==> src/rtl/ifetch_unit_if.sv <==
// ---------------------------------------------------------------------------
// ifetch_unit_if
// Request/acknowledge bus between the instruction-fetch front end and a
// variable-latency instruction memory.
//
//   imem_req    fetch request, held high until imem_ack
//   imem_addr   fetch address, stable while imem_req is high
//   imem_rdata  instruction word, meaningful only while imem_ack is high
//   imem_ack    one-cycle response pulse for the outstanding request
//
// Modports:
//   master  - fetch unit side (drives req/addr)
//   slave   - memory side (drives rdata/ack)
// ---------------------------------------------------------------------------
interface ifetch_unit_if;
    logic        imem_req;
    logic [31:0] imem_addr;
    logic [31:0] imem_rdata;
    logic        imem_ack;

    modport master (
        output imem_req,
        output imem_addr,
        input  imem_rdata,
        input  imem_ack
    );

    modport slave (
        input  imem_req,
        input  imem_addr,
        output imem_rdata,
        output imem_ack
    );
endinterface

==> src/rtl/ifetch_unit.sv <==
// ---------------------------------------------------------------------------
// ifetch_unit
// Instruction-fetch front end for the multi-cycle controller. Keeps a
// one-deep prefetch buffer filled from instruction memory, hands words to the
// current-instruction register on write_ir, and owns the architectural PC
// including redirects (ALU target, PC-relative branch, reset vector) that
// flush the prefetch path.
//
// Ports:
//   clk          clock, all state changes on the rising edge
//   rst          synchronous active-high reset
//   write_ir     load I from the prefetch buffer (or from a same-cycle ack)
//   write_pc     update PC according to pc_s
//   pc_s         00 pc+4, 01 alu_f, 10 branch, 11 RESET_VEC
//   alu_f        ALU result, target for pc_s=01
//   imm24        branch word offset, target for pc_s=10
//   imem         instruction memory request/ack bus (master side)
//   I            current instruction register
//   IR_buf       prefetched next instruction
//   W_IR_valid   IR_buf holds a usable instruction
//   pc           address of the instruction in I
//   ir_underrun  sticky: write_ir arrived with nothing to deliver
// ---------------------------------------------------------------------------
module ifetch_unit #(
    parameter logic [31:0] RESET_VEC = 32'h0000_0000,
    parameter logic [31:0] NOP_INSTR = 32'hE1A0_0000
) (
    input  logic                clk,
    input  logic                rst,
    input  logic                write_ir,
    input  logic                write_pc,
    input  logic [1:0]          pc_s,
    input  logic [31:0]         alu_f,
    input  logic [23:0]         imm24,
    ifetch_unit_if.master       imem,
    output logic [31:0]         I,
    output logic [31:0]         IR_buf,
    output logic                W_IR_valid,
    output logic [31:0]         pc,
    output logic                ir_underrun
);

    typedef enum logic [1:0] {
        ST_IDLE  = 2'd0,   // nothing outstanding
        ST_REQ   = 2'd1,   // request outstanding, data wanted
        ST_FLUSH = 2'd2    // request outstanding, data stale after redirect
    } state_t;

    state_t      state_reg;
    logic [31:0] pc_reg;
    logic [31:0] fetch_addr_reg;   // next address to fetch
    logic [31:0] buf_addr_reg;     // address of the word in ir_buf_reg
    logic [31:0] ir_reg;
    logic [31:0] ir_buf_reg;
    logic        valid_reg;
    logic        underrun_reg;
    logic        req_reg;
    logic [31:0] addr_reg;

    // -----------------------------------------------------------------------
    // Branch offset: sign-extended imm24 scaled to a byte offset.
    // -----------------------------------------------------------------------
    logic [31:0] branch_offset;

    assign branch_offset[1:0] = 2'b00;

    generate
        for (genvar gi = 0; gi < 24; gi++) begin : g_off_field
            assign branch_offset[gi + 2] = imm24[gi];
        end
        for (genvar gi = 26; gi < 32; gi++) begin : g_off_sign
            assign branch_offset[gi] = imm24[23];
        end
    endgenerate

    // -----------------------------------------------------------------------
    // Redirect decode and target selection
    // -----------------------------------------------------------------------
    logic        redirect;
    logic [31:0] target;

    assign redirect = write_pc && (pc_s != 2'b00);

    always_comb begin
        target = pc_reg + 32'd4;
        case (pc_s)
            2'b01:   target = alu_f;
            2'b10:   target = pc_reg + 32'd8 + branch_offset;
            2'b11:   target = RESET_VEC;
            default: target = pc_reg + 32'd4;
        endcase
    end

    // Buffer occupancy as seen after this cycle's write_ir, used by IDLE to
    // decide whether a new fetch is needed right away.
    logic valid_after_ir;
    assign valid_after_ir = valid_reg && !write_ir;

    // -----------------------------------------------------------------------
    // Fetch FSM with registered outputs
    // -----------------------------------------------------------------------
    always_ff @(posedge clk) begin
        if (rst) begin
            state_reg      <= ST_IDLE;
            pc_reg         <= RESET_VEC;
            fetch_addr_reg <= RESET_VEC;
            buf_addr_reg   <= RESET_VEC;
            ir_reg         <= NOP_INSTR;
            ir_buf_reg     <= 32'h0;
            valid_reg      <= 1'b0;
            underrun_reg   <= 1'b0;
            req_reg        <= 1'b0;
            addr_reg       <= 32'h0;
        end else if (redirect) begin
            // Redirect beats write_ir: I is left alone and no underrun is
            // flagged. Any in-flight word belongs to the old stream.
            pc_reg         <= target;
            fetch_addr_reg <= target;
            valid_reg      <= 1'b0;
            case (state_reg)
                ST_REQ, ST_FLUSH: begin
                    if (imem.imem_ack) begin
                        req_reg   <= 1'b0;
                        state_reg <= ST_IDLE;
                    end else begin
                        state_reg <= ST_FLUSH;
                    end
                end
                default: state_reg <= ST_IDLE;
            endcase
        end else begin
            // Sequential advance; a write_ir in the same cycle overrides it
            // below because it names the actual address of the new word.
            if (write_pc) begin
                pc_reg <= pc_reg + 32'd4;
            end

            case (state_reg)
                ST_IDLE: begin
                    if (write_ir) begin
                        if (valid_reg) begin
                            ir_reg    <= ir_buf_reg;
                            pc_reg    <= buf_addr_reg;
                            valid_reg <= 1'b0;
                        end else begin
                            underrun_reg <= 1'b1;
                        end
                    end
                    if (!valid_after_ir) begin
                        req_reg   <= 1'b1;
                        addr_reg  <= fetch_addr_reg;
                        state_reg <= ST_REQ;
                    end
                end

                ST_REQ: begin
                    if (imem.imem_ack) begin
                        req_reg        <= 1'b0;
                        state_reg      <= ST_IDLE;
                        fetch_addr_reg <= addr_reg + 32'd4;
                        if (write_ir && !valid_reg) begin
                            // Bypass: the arriving word goes straight to I
                            // and the buffer stays empty.
                            ir_reg <= imem.imem_rdata;
                            pc_reg <= addr_reg;
                        end else begin
                            ir_buf_reg   <= imem.imem_rdata;
                            buf_addr_reg <= addr_reg;
                            valid_reg    <= 1'b1;
                            if (write_ir) begin
                                ir_reg <= ir_buf_reg;
                                pc_reg <= buf_addr_reg;
                            end
                        end
                    end else if (write_ir) begin
                        if (valid_reg) begin
                            ir_reg    <= ir_buf_reg;
                            pc_reg    <= buf_addr_reg;
                            valid_reg <= 1'b0;
                        end else begin
                            underrun_reg <= 1'b1;
                        end
                    end
                end

                ST_FLUSH: begin
                    // Stale response: drop the data, just close the request.
                    if (imem.imem_ack) begin
                        req_reg   <= 1'b0;
                        state_reg <= ST_IDLE;
                    end
                    if (write_ir) begin
                        if (valid_reg) begin
                            ir_reg    <= ir_buf_reg;
                            pc_reg    <= buf_addr_reg;
                            valid_reg <= 1'b0;
                        end else begin
                            underrun_reg <= 1'b1;
                        end
                    end
                end

                default: begin
                    req_reg   <= 1'b0;
                    state_reg <= ST_IDLE;
                end
            endcase
        end
    end

    // -----------------------------------------------------------------------
    // Outputs
    // -----------------------------------------------------------------------
    assign imem.imem_req  = req_reg;
    assign imem.imem_addr = addr_reg;
    assign I              = ir_reg;
    assign IR_buf         = ir_buf_reg;
    assign W_IR_valid     = valid_reg;
    assign pc             = pc_reg;
    assign ir_underrun    = underrun_reg;

endmodule

==> src/flat_wrapper.sv <==
// flat-port wrapper written by rule: the top's interface ports become plain ports
module ifetch_unit_flat 
#(
    parameter logic [31:0] RESET_VEC = 32'h0000_0000,
    parameter logic [31:0] NOP_INSTR = 32'hE1A0_0000
)
  (clk, rst, write_ir, write_pc, pc_s, alu_f, imm24, I, IR_buf, W_IR_valid, pc, ir_underrun, imem_imem_req, imem_imem_addr, imem_imem_rdata, imem_imem_ack);
  ifetch_unit_if imem_i ();
  input  logic clk;
  input  logic rst;
  input  logic write_ir;
  input  logic write_pc;
  input  logic [1:0] pc_s;
  input  logic [31:0] alu_f;
  input  logic [23:0] imm24;
  output logic [31:0] I;
  output logic [31:0] IR_buf;
  output logic W_IR_valid;
  output logic [31:0] pc;
  output logic ir_underrun;
  output wire logic [$bits(imem_i.imem_req)-1:0] imem_imem_req;
  output wire logic [$bits(imem_i.imem_addr)-1:0] imem_imem_addr;
  input wire logic [$bits(imem_i.imem_rdata)-1:0] imem_imem_rdata;
  input wire logic [$bits(imem_i.imem_ack)-1:0] imem_imem_ack;
  assign imem_imem_req = imem_i.imem_req;
  assign imem_imem_addr = imem_i.imem_addr;
  assign imem_i.imem_rdata = imem_imem_rdata;
  assign imem_i.imem_ack = imem_imem_ack;
  ifetch_unit #(.RESET_VEC(RESET_VEC), .NOP_INSTR(NOP_INSTR)) u_core (.clk(clk), .rst(rst), .write_ir(write_ir), .write_pc(write_pc), .pc_s(pc_s), .alu_f(alu_f), .imm24(imm24), .imem(imem_i), .I(I), .IR_buf(IR_buf), .W_IR_valid(W_IR_valid), .pc(pc), .ir_underrun(ir_underrun));
endmodule
==> config.mk <==
export PLATFORM = sky130hd
export DESIGN_NAME = ifetch_unit_flat
export DESIGN_NICKNAME = d
export VERILOG_FILES = /design/src/rtl/ifetch_unit_if.sv /design/src/rtl/ifetch_unit.sv /design/src/flat_wrapper.sv
export SDC_FILE = /design/constraint.sdc
export NUM_CORES = 1
export LEC_CHECK = 0
export ABC_AREA = 0
export CORE_MARGIN = 2
export CORE_UTILIZATION = 39
export CTS_CLUSTER_SIZE = 16
export DETAILED_ROUTE_END_ITERATION = 7
export PLACE_DENSITY = 0.73
export SETUP_SLACK_MARGIN = 0.02
export SKIP_LAST_GASP = 1
export SLEW_MARGIN = 20
export SYNTH_ARGS = -nofsm -noshare
export SYNTH_HDL_FRONTEND = slang
export SYNTH_SLANG_ARGS = --single-unit
==> constraint.sdc <==
create_clock -name clk -period 3.86 [get_ports clk]
set_input_delay 1.158 -clock clk [delete_from_list [all_inputs] [get_ports clk]]
set_output_delay 1.158 -clock clk [all_outputs]
set_load 0.005 [all_outputs]
==> run_results.csv <==
group,metric,value,unit
status,status,"complete, no violations",
worst_setup_path,path_max_fanout,3,
run,maxCapViolCount,0,
yosys,topCellsByArea,"dfxtp_1, nand2_1, a21oi_1",
worst_setup_path,end_kind,"flip-flop",
worst_setup_path,r2r-end,"u_core.fetch_addr_reg[27]$_SDFFE_PP0P_",
cells_and_area,final_common_cell,"nand2_1",
power,powerDensity,342,nW/µm²
timing,maxSlewViolCount,0,
timing,worst_pin_slew,1.07,ns
worst_setup_path,crit_path_end,"u_core.fetch_addr_reg[27]$_SDFFE_PP0P_",
yosys,synth-async-reset-ratio,0,%
yosys,ys_seq_share,33.5,%
clock_tree,cts_tree,"built",
yosys,synth_area,11800,µm²
route,drc,0,
yosys,synth_area_leader_cell,"dfxtp_1",
floorplanning,fp_util,39.7,%
power,power_leakage,6.00,nW
timing,fin_setup_tns,0,ns
worst_setup_path,crit_arrival,4.09,ns
route,drtAntennaViolNets,0,
place,placed_cell_area,15200,µm²
place,place.gp.congestion,0.948,
power,total_power,5.49,mW
route,wl,44600,µm
min_path,hold_path_class,"flip-flop to flip-flop",
route,num_vias,13100,
clock_tree,clockRootBuffer,"clkbuf_16",
worst_setup_path,crit_type,"input pin to flip-flop",
cells_and_area,syn2layout_area_growth,36.5,%
global_routing,grt_pass1_vias,12300,
min_path,whs_endpoint,"u_core.buf_addr_reg[30]$_SDFFE_PP0P_",
route,first_pass_iters,6,
clock_tree,h-tree-depth,4,
yosys,yosysWarnings,0,
yosys,top_cell,"nand2_1",
route,drt-initial-drc-count,1258,
yosys,ys_ff,197,
cells_and_area,final_cells,2267,
global_routing,grt_pass1_wl,67900,µm
power,ir_worst_vdd,285,µV
run,warnings,30,
worst_setup_path,regToRegSetupSlack,0.76,ns
worst_setup_path,path_cells,"clkdlybuf4s50_1, ha_2, fa_2, a211oi_4, o21ai_2, a211oi_2, buf_4, o21ai_4, a21boi_4, buf_6, o31ai_2, xor2_1, a22oi_1, a211oi_1",
place,dp_cells,2226,
worst_setup_path,cp_top_family,"AND-OR/OR-AND gates",
clock_tree,post_cts_buffers,6,
worst_setup_path,setup.worst_path.start,"imm24[2]",
clock_tree,numCtsBuffers,17,
yosys,synth_nets,1738,
clock_tree,clk_pin_slew,0.08,ns
yosys,ys_chip_area,11800,µm²
cells_and_area,fill_cells,2835,
worst_setup_path,rr_worst_depth,16,
min_path,worstHoldStart,"u_core.buf_addr_reg[30]$_SDFFE_PP0P_",
worst_setup_path,reg2reg_from,"u_core.pc[3]$_SDFF_PP0_",
cells_and_area,final_cell_mix,"nand2_1, clkdlybuf4s50_1, a21oi_1",
place,place_hpwl,33000,µm
yosys,flop_cell,"dfxtp_1",
timing,holdWs,0.455,ns
yosys,syn_avg_cell_area,7.45,µm²
timing,fin_crit_sh,98.1,%
timing,rsz0062_at_grt,"yes",
clock_tree,hold_buffers,0,
yosys,netlist_top_cells_count,"nand2_1, a21oi_1, dfxtp_1, nor2_1, o21ai_0",
timing,worst_slack,0.0719,ns
global_routing,grt_antenna_before_repair,0,
place,dp_slack,-0.865,ns
route,via_per_inst,5.78,
worst_setup_path,slowest_stage,"clkdlybuf4s50_1",
yosys,edf_count,0,
floorplanning,ioPinCount,226,
cells_and_area,drive_above_1_share,13.5,%
min_path,hold_depth,2,
worst_setup_path,start_kind,"input pin",
worst_setup_path,path_depth,14,
yosys,ys_types,74,
timing,fin_crit,3.79,ns
worst_setup_path,critPathMaxStageDelay,0.46,ns
floorplanning,chipArea,31600,µm²
timing,max_slew_margin,28.0,%
cells_and_area,nets,2024,
cells_and_area,antenna_cells,0,
timing,hold_viol_final,0,
clock_tree,cts_buffer_depth,2,
worst_setup_path,crit_buf_inv,3,
global_routing,grt_max_degree,89,
clock_tree,cts-resized-gates,20,
yosys,synth_cells,1579,
global_routing,grt_overflow,0,
worst_setup_path,cp.required,4.16,ns
timing,finalSetupViolCount,0,
yosys,top_cell_area_share,33.5,%
timing,finClkSkew,0.0131,ns
yosys,ys_cells,1579,
clock_tree,cts.sinks,197,
timing,fmax,264,MHz
## worst register-to-register path, cell delays in order, from the launching register on
cell and delay (ns):
dfxtp_1 0.33, inv_1 0.04, ha_1 0.28, inv_2 0.04, ha_4 0.15, fa_2 0.39, a211oi_4 0.28, o21ai_2 0.11
a211oi_2 0.20, buf_4 0.16, o21ai_4 0.07, a21boi_4 0.23, buf_6 0.14, o31ai_2 0.06, xor2_1 0.14, a22oi_1 0.22
a211oi_1 0.10
## final cells by class
class | count | area [µm²] | area share, %
inverters | 23 | 86.3 | 0.538
clock buffers | 18 | 439 | 2.73
clock inverters | 13 | 138 | 0.857
multi-input cells | 1239 | 7450 | 46.4
well taps | 390 | 488 | 3.04
flip-flops and latches | 197 | 3940 | 24.6
repair buffers | 387 | 3520 | 21.9
## kinds of logic (layout without fill, tap and decap cells)
| kind of cell | Yosys count | after routing | synth area share (%) |
|---|---|---|---|
| AOI/OAI and AO/OA | 530 | 530 | 27.3 |
| xor gates and xnor gates | 76 | 76 | 5.66 |
| adders and majority gates | 64 | 64 | 6.87 |
| buffers and inverters | 143 | 441 | 5.16 |
| DFF | 197 | 197 | 33.5 |
| muxes | 8 | 8 | 0.681 |
| and+or+nand+nor | 561 | 561 | 20.8 |
## metal layers
layer / track usage, % / share of wire, %
met1: 35.2 / 41
met5: 0 / 0
met2: 46.3 / 48
met3: 3.43 / 6.7
met4: 12.2 / 4.2
## power by group
| group | switching, mW | leakage [nW] | total [mW] | internal, mW |
|---|---|---|---|---|
| clock network | 0.877 | 0.284 | 1.81 | 0.928 |
| registers | 0.107 | 1.60 | 2.24 | 2.13 |
| logic | 0.765 | 4.12 | 1.45 | 0.682 |
| total | 1.75 | 6.00 | 5.49 | 3.74 |
Fig. 1: clock wires, drivers and flops
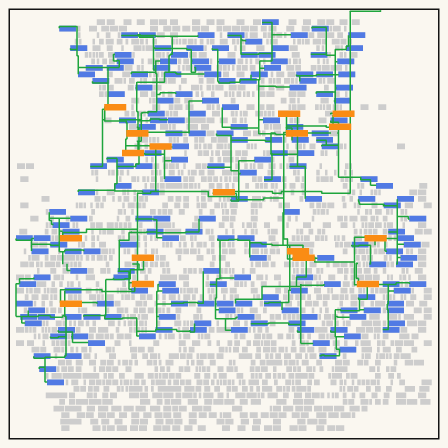
[clock wires] green | length: 2570 µm
[cells driving clock nets] orange | count: 17
[flip-flops] blue | count: 197
routed clock nets: 18
clock power share: 32.9%
clk pwr: 1.81 mW
clk ins delay skew pair: 0.45 ns

Fig. 2: congestion heat map
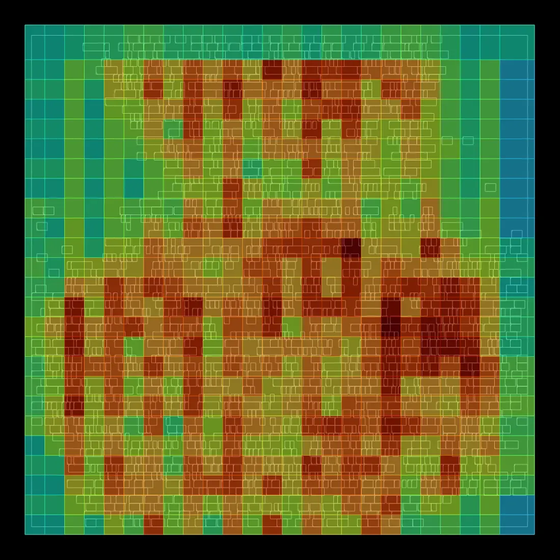
GRT Overall Usage: 27.5%
drt wl/cell: 19.7 µm
met1 usage: 35.2%
met3 GRT Util: 3.43%
Finished Core Util: 54.2%

Fig. 3: pin placement
Pins as bars across the die edge, other pins in grey.
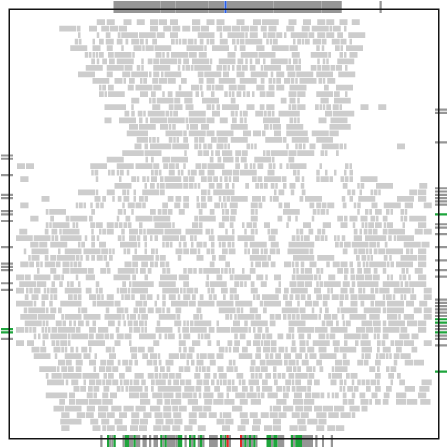
[write_ir] blue | pins: 1 | direction: input | edge: top
[pc_s] red | pins: 2 | direction: input | edge: bottom
[alu_f] green | pins: 32 | direction: input | edge: 25 bottom, 5 right, 2 left
all pins by edge: 104 top, 73 bottom, 32 right, 17 left
Die Height: 178 µm
PortBufs: 225
DIE WIDTH: 178 µm

Fig. 4: placed cells, one colour a class
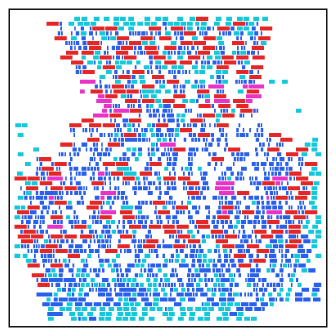
[all other logic] blue | cells: 1262
[flip-flops] red | cells: 197
[clock drivers and dummy loads] magenta | cells: 31
[other buffers and delay cells] cyan | cells: 387
Core ar.: 29600 µm²
site row count: 63
Final Cell Area: 16100 µm²
Seq area share: 24.6%

Power and IR drop assume default switching activity.
